Figure 1. Register map, names as in the netlist.
The bar under the picture is 20 um long. Other sequential cells in the stronger gray, the rest of the logic in the fainter gray.
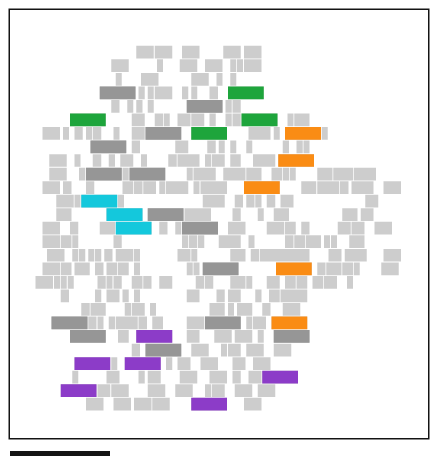
Figure 2. The metal 2 layer.
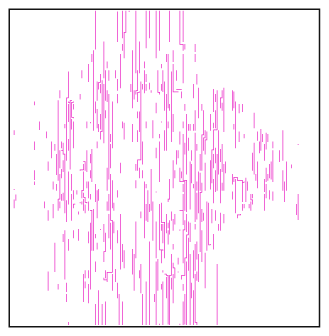
<file path="config.mk">
export PLATFORM = sky130hd
export DESIGN_NAME = fifo_pin_host_flat
export DESIGN_NICKNAME = d
export VERILOG_FILES = /design/src/rtl/fifo_host_pkg.sv /design/src/rtl/fifo_pin_host_if.sv /design/src/rtl/fifo_host_phase_cnt.sv /design/src/rtl/fifo_pin_host.sv /design/src/flat_wrapper.sv
export SDC_FILE = /design/constraint.sdc
export NUM_CORES = 1
export LEC_CHECK = 0
export CELL_PAD_IN_SITES_DETAIL_PLACEMENT = 0
export CELL_PAD_IN_SITES_GLOBAL_PLACEMENT = 1
export CORE_AREA = 5 5 79 81
export CTS_BUF_LIST = sky130_fd_sc_hd__clkbuf_4
export CTS_CLUSTER_SIZE = 30
export DETAILED_ROUTE_END_ITERATION = 12
export DIE_AREA = 0 0 84 86
export PLACE_DENSITY = 0.86
export SKIP_LAST_GASP = 1
export SLEW_MARGIN = 0
export SYNTH_ARGS = -nofsm -noshare
export SYNTH_HDL_FRONTEND = slang
export SYNTH_SLANG_ARGS = --single-unit
</file>
<file path="constraint.sdc">
create_clock -name clk -period 3.46 [get_ports clk]
set_clock_uncertainty 0.1 [all_clocks]
set_input_delay 0.692 -clock clk [delete_from_list [all_inputs] [get_ports clk]]
set_output_delay 0.692 -clock clk [all_outputs]
set_load 0.05 [all_outputs]
</file>
<file path="src/rtl/fifo_host_pkg.sv">
// Shared types and pin encodings for the pin-level FIFO host master.
package fifo_host_pkg;

    typedef enum logic [1:0] {
        OP_DEV_RESET = 2'd0,
        OP_PUSH      = 2'd1,
        OP_POP       = 2'd2,
        OP_PEEK      = 2'd3
    } op_e;

    typedef enum logic [2:0] {
        ST_RST,
        ST_INIT,
        ST_INIT_HI,
        ST_IDLE,
        ST_SETUP,
        ST_HIGH,
        ST_RESP
    } state_e;

    localparam int PIN_CLK   = 0;
    localparam int PIN_MODE  = 1;
    localparam int PIN_RST_N = 2;
    localparam int PIN_POP   = 3;

    localparam logic [7:0] PAT_IDLE  = 8'h04;
    localparam logic [7:0] PAT_RESET = 8'h00;

    // Device pin pattern for an op with the generated clock bit left low.
    function automatic logic [7:0] op_pattern(op_e op, logic [5:0] data, logic [3:0] peek);
        logic [7:0] p;
        p = PAT_RESET;
        case (op)
            OP_PUSH: begin
                p[PIN_MODE] = 1'b1;
                p[7:2]      = data;
            end
            OP_POP: begin
                p[PIN_RST_N] = 1'b1;
                p[PIN_POP]   = 1'b1;
            end
            OP_PEEK: begin
                p[PIN_RST_N] = 1'b1;
                p[7:4]       = peek;
            end
            default: p = PAT_RESET;
        endcase
        return p;
    endfunction

endpackage

</file>
<file path="src/rtl/fifo_pin_host_if.sv">
// Command/response handshake bundle between test logic (master) and the FIFO pin host (slave).
interface fifo_pin_host_if #(parameter int DW = 6);
    logic          cmd_valid;
    logic          cmd_ready;
    logic [1:0]    cmd_op;
    logic [DW-1:0] cmd_data;
    logic [3:0]    cmd_peek;
    logic          rsp_valid;
    logic          rsp_ready;
    logic [DW-1:0] rsp_data;
    logic          rsp_empty_n;
    logic          rsp_err;

    modport master (
        output cmd_valid, cmd_op, cmd_data, cmd_peek, rsp_ready,
        input  cmd_ready, rsp_valid, rsp_data, rsp_empty_n, rsp_err
    );

    modport slave (
        input  cmd_valid, cmd_op, cmd_data, cmd_peek, rsp_ready,
        output cmd_ready, rsp_valid, rsp_data, rsp_empty_n, rsp_err
    );
endinterface

</file>
<file path="src/rtl/fifo_host_phase_cnt.sv">
// Device-clock phase timer: start loads a down-counter, done flags its terminal count.
module fifo_host_phase_cnt #(
    parameter int HALF_PER = 2
) (
    input  logic clk,
    input  logic reset,
    input  logic start,
    output logic done
);
    localparam int CW = $clog2(HALF_PER + 1);

    logic [CW-1:0] cnt_q;
    logic          run_q;

    always_ff @(posedge clk) begin
        if (reset) begin
            cnt_q <= '0;
            run_q <= 1'b0;
        end else if (start) begin
            cnt_q <= CW'(HALF_PER - 1);
            run_q <= 1'b1;
        end else if (run_q) begin
            if (cnt_q == '0) run_q <= 1'b0;
            else             cnt_q <= cnt_q - CW'(1);
        end
    end

    assign done = run_q && (cnt_q == '0);
endmodule

</file>
<file path="src/rtl/fifo_pin_host.sv">
// Host master for the pin-level FIFO device: command/response in, device pin sequences out.
// Optional FIFO_HOST_ECHO_CHECK_EN: at capture the device must echo ~clk (io_out[0]==0).
//   state      | meaning
//   ST_RST     | reset held; pins IDLE, clock low
//   ST_INIT    | RESET pattern, clock low
//   ST_INIT_HI | RESET pattern, clock high
//   ST_IDLE    | IDLE pattern, waiting for a command
//   ST_SETUP   | op pattern, clock low
//   ST_HIGH    | op pattern, clock high; capture on last cycle
//   ST_RESP    | response held until rsp_ready
module fifo_pin_host
    import fifo_host_pkg::*;
#(
    parameter  int HALF_PER = 2,
    parameter  int DW       = 6,
    parameter  int DEPTH    = 16,
    localparam int LW       = $clog2(DEPTH) + 1
) (
    input  logic          clk,
    input  logic          reset,
    fifo_pin_host_if.slave host,
    output logic [LW-1:0] level,
    output logic          desync,
    output logic [7:0]    dev_io_in,
    input  logic [7:0]    dev_io_out
);
    state_e        state_q, state_d;
    op_e           op_q;
    logic [DW-1:0] data_q;
    logic [3:0]    peek_q;
    logic [DW-1:0] rsp_data_q;
    logic          rsp_empty_n_q, rsp_err_q;
    logic          ph_start, ph_done;
    logic          accept, capture, cmd_illegal;
    logic [LW-1:0] level_cap;
    logic          peek_oob, sync_bad, echo_bad;

    fifo_host_phase_cnt #(.HALF_PER(HALF_PER)) u_phase (
        .clk   (clk),
        .reset (reset),
        .start (ph_start),
        .done  (ph_done)
    );

    assign cmd_illegal = (op_e'(host.cmd_op) == OP_PUSH && level == LW'(DEPTH)) ||
                         (op_e'(host.cmd_op) == OP_POP  && level == '0);

    always_comb begin
        state_d  = state_q;
        ph_start = 1'b0;
        accept   = 1'b0;
        capture  = 1'b0;
        case (state_q)
            ST_RST: begin
                state_d  = ST_INIT;
                ph_start = 1'b1;
            end
            ST_INIT: if (ph_done) begin
                state_d  = ST_INIT_HI;
                ph_start = 1'b1;
            end
            ST_INIT_HI: if (ph_done) state_d = ST_IDLE;
            ST_IDLE: if (host.cmd_valid) begin
                accept = 1'b1;
                if (cmd_illegal) begin
                    state_d = ST_RESP;
                end else begin
                    state_d  = ST_SETUP;
                    ph_start = 1'b1;
                end
            end
            ST_SETUP: if (ph_done) begin
                state_d  = ST_HIGH;
                ph_start = 1'b1;
            end
            ST_HIGH: if (ph_done) begin
                state_d = ST_RESP;
                capture = 1'b1;
            end
            ST_RESP: if (host.rsp_ready) state_d = ST_IDLE;
            default: state_d = ST_RST;
        endcase
    end

    always_comb begin
        level_cap = level;
        case (op_q)
            OP_PUSH:      level_cap = level + LW'(1);
            OP_POP:       level_cap = level - LW'(1);
            OP_DEV_RESET: level_cap = '0;
            default:      level_cap = level;
        endcase
    end

    assign peek_oob = (op_q == OP_PEEK) && (LW'(peek_q) >= level);
    assign sync_bad = dev_io_out[PIN_MODE] != (level_cap != '0);

`ifdef FIFO_HOST_ECHO_CHECK_EN
    assign echo_bad = dev_io_out[PIN_CLK];
`else
    logic unused_echo;
    assign unused_echo = dev_io_out[PIN_CLK];
    assign echo_bad    = 1'b0;
`endif

    always_ff @(posedge clk) begin
        if (reset) begin
            state_q       <= ST_RST;
            op_q          <= OP_DEV_RESET;
            data_q        <= '0;
            peek_q        <= '0;
            rsp_data_q    <= '0;
            rsp_empty_n_q <= 1'b0;
            rsp_err_q     <= 1'b0;
            level         <= '0;
            desync        <= 1'b0;
        end else begin
            state_q <= state_d;
            if (accept) begin
                op_q   <= op_e'(host.cmd_op);
                data_q <= host.cmd_data;
                peek_q <= host.cmd_peek;
                if (cmd_illegal) begin
                    rsp_data_q    <= '0;
                    rsp_empty_n_q <= 1'b0;
                    rsp_err_q     <= 1'b1;
                end
            end
            if (capture) begin
                rsp_data_q    <= dev_io_out[7:2];
                rsp_empty_n_q <= dev_io_out[PIN_MODE];
                rsp_err_q     <= peek_oob | sync_bad | echo_bad;
                level         <= level_cap;
                // A fresh mismatch wins over the clear a DEV_RESET would otherwise give.
                if (sync_bad || echo_bad)    desync <= 1'b1;
                else if (op_q == OP_DEV_RESET) desync <= 1'b0;
            end
        end
    end

    always_comb begin
        dev_io_in = PAT_IDLE;
        case (state_q)
            ST_INIT, ST_INIT_HI: dev_io_in = PAT_RESET;
            ST_SETUP, ST_HIGH:   dev_io_in = op_pattern(op_q, data_q, peek_q);
            default:             dev_io_in = PAT_IDLE;
        endcase
        if (state_q == ST_INIT_HI || state_q == ST_HIGH) dev_io_in[PIN_CLK] = 1'b1;
    end

    assign host.cmd_ready   = (state_q == ST_IDLE);
    assign host.rsp_valid   = (state_q == ST_RESP);
    assign host.rsp_data    = rsp_data_q;
    assign host.rsp_empty_n = rsp_empty_n_q;
    assign host.rsp_err     = rsp_err_q;
endmodule

</file>
<file path="src/flat_wrapper.sv">
// flat-port wrapper written by rule: the top's interface ports become plain ports
module fifo_pin_host_flat import fifo_host_pkg::*;
#(
    parameter  int HALF_PER = 2,
    parameter  int DW       = 6,
    parameter  int DEPTH    = 16,
    localparam int LW       = $clog2(DEPTH) + 1
)
  (clk, reset, level, desync, dev_io_in, dev_io_out, host_cmd_valid, host_cmd_op, host_cmd_data, host_cmd_peek, host_rsp_ready, host_cmd_ready, host_rsp_valid, host_rsp_data, host_rsp_empty_n, host_rsp_err);
  fifo_pin_host_if #(.DW(DW)) host_i ();
  input  logic clk;
  input  logic reset;
  output logic [LW-1:0] level;
  output logic desync;
  output logic [7:0] dev_io_in;
  input  logic [7:0] dev_io_out;
  input wire logic [$bits(host_i.cmd_valid)-1:0] host_cmd_valid;
  input wire logic [$bits(host_i.cmd_op)-1:0] host_cmd_op;
  input wire logic [$bits(host_i.cmd_data)-1:0] host_cmd_data;
  input wire logic [$bits(host_i.cmd_peek)-1:0] host_cmd_peek;
  input wire logic [$bits(host_i.rsp_ready)-1:0] host_rsp_ready;
  output wire logic [$bits(host_i.cmd_ready)-1:0] host_cmd_ready;
  output wire logic [$bits(host_i.rsp_valid)-1:0] host_rsp_valid;
  output wire logic [$bits(host_i.rsp_data)-1:0] host_rsp_data;
  output wire logic [$bits(host_i.rsp_empty_n)-1:0] host_rsp_empty_n;
  output wire logic [$bits(host_i.rsp_err)-1:0] host_rsp_err;
  assign host_i.cmd_valid = host_cmd_valid;
  assign host_i.cmd_op = host_cmd_op;
  assign host_i.cmd_data = host_cmd_data;
  assign host_i.cmd_peek = host_cmd_peek;
  assign host_i.rsp_ready = host_rsp_ready;
  assign host_cmd_ready = host_i.cmd_ready;
  assign host_rsp_valid = host_i.rsp_valid;
  assign host_rsp_data = host_i.rsp_data;
  assign host_rsp_empty_n = host_i.rsp_empty_n;
  assign host_rsp_err = host_i.rsp_err;
  fifo_pin_host #(.HALF_PER(HALF_PER), .DW(DW), .DEPTH(DEPTH)) u_core (.clk(clk), .reset(reset), .host(host_i), .level(level), .desync(desync), .dev_io_in(dev_io_in), .dev_io_out(dev_io_out));
endmodule
</file>
==> flow_summary.toml <==
# implementation run metrics
[synthesis]
most_used_standard_cell_by_instance_count_after_synthesis = "sky130_fd_sc_hd__nand2_1"
ys_top_cells_by_area = "sky130_fd_sc_hd__dfxtp_1 (33%), sky130_fd_sc_hd__ha_1 (8.3%), sky130_fd_sc_hd__nand2_1 (7.1%)"
edff_count_synth = 0
syn-num-nets = 288
synth_compound_gate_area_share_pct = 22.2
mappedNetlistArea_um2 = 1950
synth-seq-area-share_pct = 32.8
netlist.top_cell.by_area = "sky130_fd_sc_hd__dfxtp_1"
synth-simple-area-share_pct = 25.7
mux_area_share_pct = 1.28
adder_share_pct = 8.85
yosys_most_used_dff = "sky130_fd_sc_hd__dfxtp_1"

[pwr]
comb_power_share_pct = 33.3
switchingPower_mw = 0.365
worst_ir_drop_vdd_v = 0.000379
power.density_cell_area_nw_per_um2 = 388
power.internal_mw = 0.604
power.clock.fraction_pct = 21.0
biggest_consumer = "registers"

[cts]
tritoncts.num_buffers = 5
h-tree-depth = 2
clock_pin_transition_on_the_worst_setup_and_hold_timing_paths_ns = 0.10
cts_hold_repair.buffers = 0
clk-insertion-delay-late_ns = 0.34

[final_layout]
drive_gt1_share_pct = 6.51
largest_cell_class = "multi-input combinational cells"
invs_w_o_clock = 14
fillcell_total = 584
layout.cells.most_common = "sky130_fd_sc_hd__clkdlybuf4s50_1"
layout_top_cells = "sky130_fd_sc_hd__clkdlybuf4s50_1 (46), sky130_fd_sc_hd__nand2_1 (37), sky130_fd_sc_hd__nor2_1 (32), sky130_fd_sc_hd__dfxtp_1 (32), sky130_fd_sc_hd__a21oi_1 (22)"
multiInputGateArea_um2 = 1190
multiInputCombCellCount = 190

[worst_setup_path]
crit_path_cell_count = 7
critical_path.max_fanout = 7
worst_path_largest_cell_delay_ns = 0.72
endpoint = "dev_io_in[2]"
crit_start = "u_core.op_q[1]$_SDFFE_PP0P_"
r2r-end = "u_core.desync$_SDFFE_PP0P_"
critical_path_class = "register to output port"
top_delay_family_on_crit_path = "buffers and inverters"

[min_path]
worst_hold_startpoint = "u_core.data_q[3]$_SDFFE_PP0P_"
worstHoldPathType = "register to register"
whs_path_depth = 2

[global_routing]
gr-usage-all-layers_pct = 13.6
grt_pass1_vias = 1800
grt_antenna_before_repair = 0
grt.met2_usage_pct = 24.1
gr-max-usage-layer = "met2"
grt_pass1_wl_mm = 8.24

[routing]
detail_route.vias_per_cell = 5.15
routed.top_layer = "met4"
route.antenna.remaining_nets = 0
dr.first_iter.drc_count = 97
drcViolationCount = 0
routed-wl-met3_um = 153
route.met2.wl_mm = 2.30

[timing]
final_critical_path_required_period_ns = 3.24
transition_time_at_the_pin_with_the_least_slew_margin_ns = 0.536
final.period_utilization_pct = 93.8
timing.max_slew.rel_slack_pct = 64.2

[floorplanning]
initial_utilization_pct = 36.1
die_height_um = 86
chip_area_um2 = 7220
design.core.area_um2 = 5410

[run]
max_cap_violations = 0

[status]
status = "completed"

[placed_design]
place.detailed.hpwl_mm = 3.58
post_dp_cell_area_um2 = 2440
gp_congestion = 0.754
Notes on Figure 1 above:
| color | netlist name | sequential cells |
|---|---|---|
| green | u_core.peek_q | 4 |
| cyan | u_core.state_q | 3 |
| purple | u_core.host.rsp_data | 6 |
| orange | u_core.level | 5 |
not colored: 14

Notes on Figure 2 above:
main direction: vertical
wire length on this layer: 2,300 um

[through the flow]
step / cells / setup WS, ns / utilization [%]
detailed placement: 356 / 0.527 / 45.2
floorplan: 251 / 0.497 / -
CTS: 364 / 0.130 / 46.1
finish: 364 / 0.216 / 46.2
global placement: 356 / 0.520 / 45.2
global route: 364 / 0.0129 / 46.2
[registers in the layout (all words and copies together), names as in the netlist]
| name | count |
|---|---|
| u_core.data_q | 6 |
| u_core.host.rsp_data | 6 |
| u_core.level | 5 |
| u_core.peek_q | 4 |
| u_core.state_q | 3 |
| u_core.op_q | 2 |
| u_core.u_phase.cnt_q | 2 |
| u_core.desync | 1 |
| u_core.host.rsp_empty_n | 1 |
| u_core.host.rsp_err | 1 |
| u_core.u_phase.run_q | 1 |
